Figure 1. Metal 2 (run 1).
(1.5 px per um) Cells faint in the background.
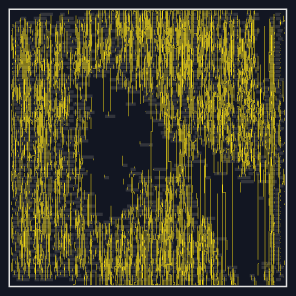
Figure 2. Routing congestion (run 1).
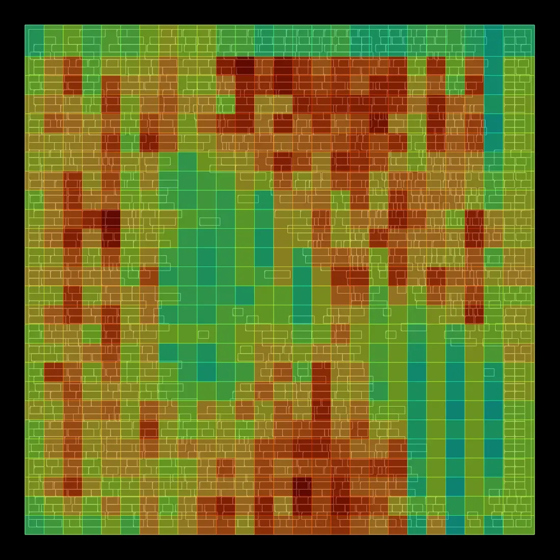
Figure 3. Selected gate families (run 1).
(2 px per um)
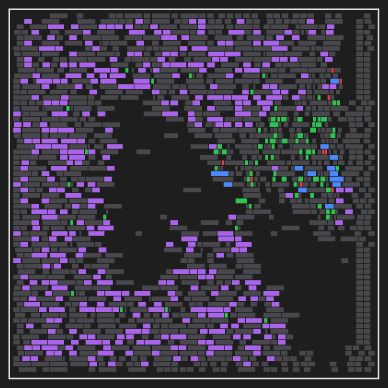
[config.mk]
export PLATFORM = sky130hd
export DESIGN_NAME = result_drain_streamer
export DESIGN_NICKNAME = d
export VERILOG_FILES = /design/src/rtl/result_drain_streamer.sv
export SDC_FILE = /design/constraint.sdc
export NUM_CORES = 1
export LEC_CHECK = 0
export CAP_MARGIN = 20
export CORE_UTILIZATION = 49
export CTS_CLUSTER_SIZE = 40
export DETAILED_ROUTE_END_ITERATION = 8
export PLACE_DENSITY = 0.91
export REMOVE_ABC_BUFFERS = 1
export SLEW_MARGIN = 20
export SYNTH_ARGS = -nofsm -noshare
export SYNTH_HDL_FRONTEND = slang
export SYNTH_SLANG_ARGS = --single-unit
[constraint.sdc]
create_clock -name clk -period 3.7 [get_ports clk]
set_input_delay 0.925 -clock clk [delete_from_list [all_inputs] [get_ports clk]]
set_output_delay 0.925 -clock clk [all_outputs]
set_load 0.005 [all_outputs]
[src/rtl/result_drain_streamer.sv]
// Reads result rows from the output BRAM bank array and serializes each row, lane 0 first, as a valid/ready word stream.
// Per row: 2 overhead cycles (address, capture), then one word per handshake; outputs are registered and hold under backpressure.
module result_drain_streamer #(
  parameter int DW        = 16,
  parameter int NUM_BRAMS = 16,
  parameter int O_ADDR_W  = 9
) (
  input  logic                          clk,
  input  logic                          rst_n,
  input  logic                          start,
  input  logic [O_ADDR_W-1:0]           base_addr,
  input  logic [O_ADDR_W:0]             num_rows,
  output logic                          busy,
  output logic                          done,
  output logic                          ext_read_mode,
  output logic [NUM_BRAMS*O_ADDR_W-1:0] ext_read_addr_flat,
  input  logic [NUM_BRAMS*DW-1:0]       ext_read_data_flat,
  output logic [DW-1:0]                 m_tdata,
  output logic                          m_tvalid,
  input  logic                          m_tready,
  output logic                          m_tlast
);

  localparam int LW = (NUM_BRAMS > 1) ? $clog2(NUM_BRAMS) : 1;

  typedef enum logic [2:0] {S_IDLE, S_RD, S_CAP, S_STR, S_DONE} state_t;

  state_t                  state_q;
  logic [O_ADDR_W-1:0]     base_q;
  logic [O_ADDR_W:0]       nrows_q;
  logic [O_ADDR_W:0]       row_q;
  logic [LW-1:0]           lane_q;
  logic [NUM_BRAMS*DW-1:0] rowbuf_q;
  logic [O_ADDR_W-1:0]     addr_q;
  logic                    busy_q, done_q, mode_q, tvalid_q, tlast_q;
  logic [DW-1:0]           tdata_q;

  logic [O_ADDR_W:0] row_d;
  logic [LW-1:0]     lane_d;
  logic              last_lane, last_row, hs;

  assign row_d     = row_q + (O_ADDR_W+1)'(1);
  assign lane_d    = lane_q + LW'(1);
  assign last_lane = (lane_q == LW'(NUM_BRAMS-1));
  assign last_row  = (row_q == nrows_q - (O_ADDR_W+1)'(1));
  assign hs        = tvalid_q & m_tready;

  always_ff @(posedge clk or negedge rst_n) begin
    if (!rst_n) begin
      state_q  <= S_IDLE;
      base_q   <= '0;
      nrows_q  <= '0;
      row_q    <= '0;
      lane_q   <= '0;
      rowbuf_q <= '0;
      addr_q   <= '0;
      busy_q   <= 1'b0;
      done_q   <= 1'b0;
      mode_q   <= 1'b0;
      tvalid_q <= 1'b0;
      tlast_q  <= 1'b0;
      tdata_q  <= '0;
    end else begin
      case (state_q)
        S_IDLE: begin
          if (start) begin
            busy_q <= 1'b1;
            if (num_rows != '0) begin
              base_q  <= base_addr;
              nrows_q <= num_rows;
              row_q   <= '0;
              addr_q  <= base_addr;
              mode_q  <= 1'b1;
              state_q <= S_RD;
            end else begin
              done_q  <= 1'b1;
              state_q <= S_DONE;
            end
          end
        end
        // Banks clock the address at the end of this cycle; data appears in CAP.
        S_RD: state_q <= S_CAP;
        S_CAP: begin
          rowbuf_q <= ext_read_data_flat;
          lane_q   <= '0;
          tdata_q  <= ext_read_data_flat[DW-1:0];
          tvalid_q <= 1'b1;
          tlast_q  <= (NUM_BRAMS == 1) && last_row;
          state_q  <= S_STR;
        end
        S_STR: begin
          if (hs) begin
            if (!last_lane) begin
              lane_q  <= lane_d;
              tdata_q <= rowbuf_q[lane_d*DW +: DW];
              tlast_q <= (lane_d == LW'(NUM_BRAMS-1)) && last_row;
            end else begin
              tvalid_q <= 1'b0;
              tlast_q  <= 1'b0;
              if (last_row) begin
                mode_q  <= 1'b0;
                done_q  <= 1'b1;
                state_q <= S_DONE;
              end else begin
                row_q   <= row_d;
                addr_q  <= base_q + row_d[O_ADDR_W-1:0];
                state_q <= S_RD;
              end
            end
          end
        end
        S_DONE: begin
          done_q  <= 1'b0;
          busy_q  <= 1'b0;
          state_q <= S_IDLE;
        end
        default: state_q <= S_IDLE;
      endcase
    end
  end

  assign busy               = busy_q;
  assign done               = done_q;
  assign ext_read_mode      = mode_q;
  assign ext_read_addr_flat = {NUM_BRAMS{addr_q}};
  assign m_tdata            = tdata_q;
  assign m_tvalid           = tvalid_q;
  assign m_tlast            = tlast_q;

endmodule

==> flow_summary.json, run 1 <==
{
  "dpl_cell_area_sq_um": 20200,
  "finalCritPeriodShare_pct": 86.2,
  "worst_skew_pair.late_latency_ns": 0.52,
  "chip_area_sq_um": 33800,
  "routed-via-count": 10800,
  "path_clk_slew_ns": 0.06,
  "power_density_nw_per_um2": 906,
  "pwr-share-seq_pct": 34.5,
  "netlist_area_sq_um": 16200,
  "endpoint_kind": "flip-flop",
  "synth-async-reset-ratio_pct": 100,
  "share_of_synthesized_area_occupied_by_flip_flops_and_latches_pct": 49.7,
  "grt_pass1_wl_mm": 64.9,
  "drive_gt1_share_pct": 29.7,
  "netlist.top_cell.by_area": "dfrtp_1",
  "clkPwrFrac_pct": 16.8,
  "cell_internal_pwr_mw": 13.0,
  "crit_path_end": "addr_q[8]",
  "reg2reg_from": "row_q[3]",
  "yosys-stat-area_sq_um": 16200,
  "worst_r2r_dst": "addr_q[8]",
  "timing.critical_path.fanout_max": 8,
  "cts_post_setup_buffers_inserted": 0,
  "run_status": "finished clean",
  "grt_max_degree": 111,
  "fin_area_sq_um": 21300,
  "ioPinCount": 444,
  "finalHoldViolations": 0,
  "cp_data_arrival_time_ns": 3.58,
  "crit_path_start": "row_q[3]",
  "hold_buffers": 0,
  "start_kind": "flip-flop"
}
-- Figure 1 (at the start) --
main direction: vertical
longest straight run: 105 um

-- Figure 2 (at the start) --
final routed wire length divided by cell count: 22.0 um
layer carrying the most global-route usage: met2
end-of-flow core utilization: 65.4%
met3 demand-to-capacity share in global routing: 6.32%

-- Figure 3 (at the start) --
legend:
  red:
    family: inverters
    cells: 9
    most_used: inv_1
  blue:
    family: adder and majority cells
    cells: 13
    most_used: ha_1
    where: middle right
  purple:
    family: multiplexers
    cells: 372
    most_used: mux2_2
    where: all over the die
  green:
    family: inverting AOI/OAI gates
    cells: 76
    most_used: o21ai_0
number of non-filler instances in the completed layout: 1936
Comb area share: 32.2%
most used logic cell in the final layout: clkdlybuf4s50_1

[run 1: through the flow]
step,total power [mW],std cells,hold WS [ns]
2_1_floorplan,11.6,962,0.456
3_3_place_gp,15.5,1871,0.463
3_5_place_dp,16.1,1872,0.475
4_1_cts,19.4,1929,0.480
5_1_grt,20.3,1935,0.497
6_report,19.3,1936,0.462
[run 1: cell families (layout without fill, tap and decap cells)]
kind of cell | after synthesis | count (layout) | share of synthesized area (%)
flops | 322 | 322 | 49.7
compound gates | 92 | 92 | 3.69
buf+inv | 214 | 534 | 8.39
mux | 372 | 372 | 31.3
other cells | 0 | 7 | 0
simple gates | 124 | 124 | 4.24
fa+ha+maj | 13 | 13 | 1.05
xor+xnor | 30 | 30 | 1.62
[run 1: flip-flops by register name (all words and copies together) (netlist names), 3 cells and up]
name      cells
addr_q        9
nrows_q      10
base_q        9
lane_q        4
rowbuf_q    256
state_q       3
m_tdata      16
row_q        10
[run 1: cells in the mapped netlist (all sizes together), types with 3 or more instances]
| library cell | count |
|---|---|
| xor2 | 13 |
| nand2b | 5 |
| mux4 | 80 |
| inv | 9 |
| xnor2 | 17 |
| mux2i | 20 |
| o22a | 6 |
| o31ai | 4 |
| nand2 | 34 |
| nor2 | 20 |
| ha | 12 |
| nor2b | 5 |
| dfrtp | 322 |
| o211ai | 4 |
| a31oi | 8 |
| nor4 | 6 |
| a221o | 3 |
| o21ai | 40 |
| buf | 153 |
| a21o | 4 |
| a32oi | 4 |
| and2 | 5 |
| clkbuf | 52 |
| mux2 | 272 |
| a21oi | 11 |
| nor3 | 6 |
| nand4 | 6 |
| and3 | 12 |
| nand3 | 11 |
[run 1: cell usage in the layout, fill, tap and decap left out, types with 8 or more instances in the layout]
cell,count
clkdlybuf4s50_1,442
dfrtp_1,321
mux2_2,272
mux4_2,80
clkbuf_16,35
nand2_1,34
o21ai_0,21
mux2i_1,20
nor2_1,19
buf_4,18
xnor2_1,16
o21ai_1,16
and3_1,12
xor2_1,12
ha_1,11
clkbuf_1,11
nand3_1,10
inv_1,9
a21oi_1,9
a31oi_1,8
[run 1: final cells by class]
type	instances	area, sq um	share of cell area, %
flip-flops and latches	322	8060	37.9
multi-input cells	631	6840	32.2
repair buffers	468	4720	22.2
clock buffers	53	1010	4.77
well taps	442	553	2.60
inverters	9	33.8	0.159
clock inverters	4	23.8	0.112
diodes	7	17.5	0.0824
[run 1: power groups by stage]
stage | combinational, mW | sequential [mW] | clock, mW
after floorplan | 5.25 | 6.34 | 0
after global placement | 8.99 | 6.52 | 0
after detailed placement | 9.39 | 6.67 | 0
after CTS | 9.45 | 6.65 | 3.31
after global routing | 10.1 | 6.86 | 3.43
final | 9.37 | 6.65 | 3.25
[run 1: routing by layer]
metal	vias up	part of all wire, %
met5	-	0
met4	0	3.4
met3	83	7.6
met2	479	54
met1	5509	35
li1	4724	-
[run 1: worst register-to-register path, stage by stage (launching register included)]
cell and delay, ns:
dfrtp_1 0.50, and3_1 0.22, and3_1 0.24, xor2_1 0.19
ha_1 0.31, and3_1 0.17, a2111oi_0 0.69, o21bai_1 0.12
a21oi_1 0.21, xnor2_1 0.13, a31oi_1 0.09, o22a_1 0.19
--- run 2 (diff from run 1) ---
- MAX_ROUTING_LAYER: not set -> met4
==> flow_summary.json, run 2 <==
{
  "run_status": "finished clean",
  "cell_internal_pwr_mw": 13.4,
  "drc": 0,
  "grt_pass1_wl_mm": 63.1,
  "largest_register_ff_count": 256,
  "ioPinCount": 444,
  "share_of_synthesized_area_occupied_by_flip_flops_and_latches_pct": 49.7,
  "path_clk_slew_ns": 0.06,
  "drive_gt1_share_pct": 30.3,
  "overflow": 0,
  "port-buffer-count": 443,
  "total_power_mw": 19.8,
  "top_cells_by_count": "322 x dfrtp_1, 272 x mux2_2, 135 x buf_4",
  "finalCritPeriodShare_pct": 87.3,
  "yosys-stat-area_sq_um": 16200,
  "netlist.top_cell.by_area": "dfrtp_1",
  "dp.cells": 1869,
  "leading_cell_types_in_the_layout_fill_and_taps_excluded": "442 x clkdlybuf4s50_1, 321 x dfrtp_1, 272 x mux2_2, 80 x mux4_2, 36 x clkbuf_16",
  "grt_max_degree": 127,
  "finalHoldWorstSlack_ns": 0.446,
  "hold_buffers": 0,
  "pwr-share-seq_pct": 33.6,
  "worst_skew_pair.late_latency_ns": 0.51,
  "power_density_nw_per_um2": 921,
  "chip_area_sq_um": 33800,
  "start_kind": "flip-flop",
  "netlist_area_sq_um": 16200,
  "timing.critical_path.fanout_max": 9,
  "layout_top_cell": "clkdlybuf4s50_1",
  "clkPwrFrac_pct": 19.2,
  "cts_sinks": 322,
  "cts_post_setup_buffers_inserted": 0,
  "post-synth-top-count-cell": "dfrtp_1",
  "drt.antenna.violating_nets": 0,
  "top_register": "rowbuf_q",
  "final_nets": 1758,
  "endpoint_kind": "flip-flop",
  "final_count_of_pins_violating_max_slew": 0,
  "netlist.area_leader.share_pct": 49.7,
  "number_of_non_filler_instances_in_the_completed_layout": 1938,
  "finalHoldViolations": 0,
  "cp_data_arrival_time_ns": 3.60
}
-- run 2: netlist changes by cell type in the layout (fill, tap and decap cells not counted), sizes merged --
cell      change
clkbuf        -5
bufinv        +6
clkinv        +5
diode         -3
clkinvlp      +1
buf           -2
-- run 2: final cells by class --
cell class | instances | area [sq um] | share of cell area [%]
Antenna cell | 4 | 10.0 | 0.0466
Timing Repair Buffer | 466 | 4690 | 21.9
Clock inverter | 16 | 248 | 1.15
Multi-Input combinational cell | 631 | 6840 | 31.9
Clock buffer | 48 | 1020 | 4.73
Inverter | 9 | 33.8 | 0.157
Tap cell | 442 | 553 | 2.58
Sequential cell | 322 | 8060 | 37.6
-- run 2: logic make-up after synthesis --
kind of cell / synth area share [%]
AOI/OAI and AO/OA: 3.69
xor gates and xnor gates: 1.62
adders and majority gates: 1.05
buffers and inverters: 8.39
DFF: 49.7
muxes: 31.3
and+or+nand+nor: 4.24
-- run 2: worst max-delay path, cell delays in order, from the launching register on --
cell,delay (ns)
dfrtp_1,0.50
and3_1,0.22
and3_1,0.23
xor2_1,0.19
ha_1,0.30
and3_1,0.16
a2111oi_0,0.72
o21bai_1,0.12
a21oi_1,0.22
xnor2_1,0.14
a31oi_1,0.10
o22a_1,0.19
-- run 2: power groups by stage --
| stage | Clock (mW) | Sequential, mW | Combinational (mW) |
|---|---|---|---|
| final | 3.80 | 6.63 | 9.32 |
| after global routing | 4.00 | 6.85 | 9.97 |
| after CTS | 3.87 | 6.63 | 9.33 |
| after detailed placement | 0 | 6.67 | 9.27 |
| after global placement | 0 | 6.51 | 8.97 |
| after floorplan | 0 | 6.34 | 5.25 |
-- run 2: worst paths after layout --
check	startpoint	to	slack, ns	cells after the start
max	row_q[2]	addr_q[8]	0.47	11
min	rst_n	rowbuf_q[103]	0.45	1
max reg2reg	row_q[2]	addr_q[8]	0.47	11
min reg2reg	m_tdata[10]	m_tdata[10]	0.49	2
max in group asynchronous	rst_n	ext_read_mode	2.38	2
min in group clk	m_tdata[10]	m_tdata[10]	0.49	2
-- run 2: per-layer routing --
layer  up-vias  share of wire [%]  routed length [um]  GRT usage [%]
met2       457                 53               22000           44.2
li1       4728                  -                   -              -
met4         0                3.5                1460           10.5
met1      5437                 36               14900           27.1
met3        77                7.8                3250           6.74
met5         -                  0                   0              -
-- run 2: metrics by stage --
stage | setup slack (ns) | TNS [ns] | cell area, sq um
global route | 0.235 | 0 | 21500
detailed placement | 0.508 | 0 | 20200
global placement | 0.557 | 0 | 20200
floorplan | -14.35 | -2599.60 | 14900
CTS | 0.476 | 0 | 21400
finish | 0.470 | 0 | 21500
Figure 4. Routing congestion (run 2).
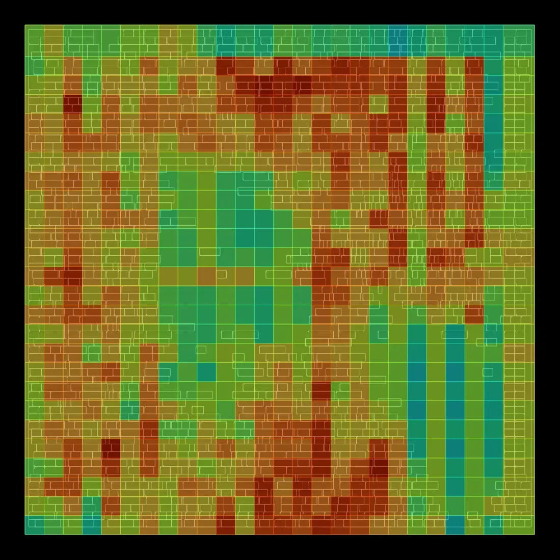
final routed wire length divided by cell count: 21.5 um
met3 demand-to-capacity share in global routing: 6.74%
met1 Usage GRT: 27.1%
end-of-flow core utilization: 66.0%

Figure 5. Sequential cells grouped by signal name (run 2).
(2 px per um)
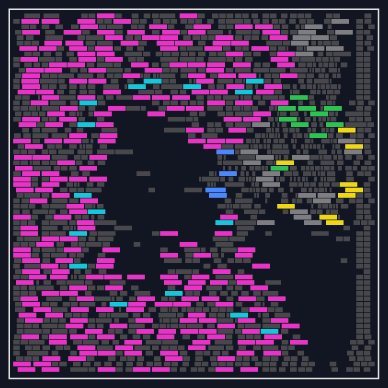
legend:
  magenta:
    netlist_name: rowbuf_q
    placed_flops: 256
  green:
    netlist_name: row_q
    placed_flops: 10
  cyan:
    netlist_name: m_tdata
    placed_flops: 16
  yellow:
    netlist_name: base_q
    placed_flops: 9
    where: middle right
  blue:
    netlist_name: lane_q
    placed_flops: 4
    where: center

Power and IR drop assume default switching activity.
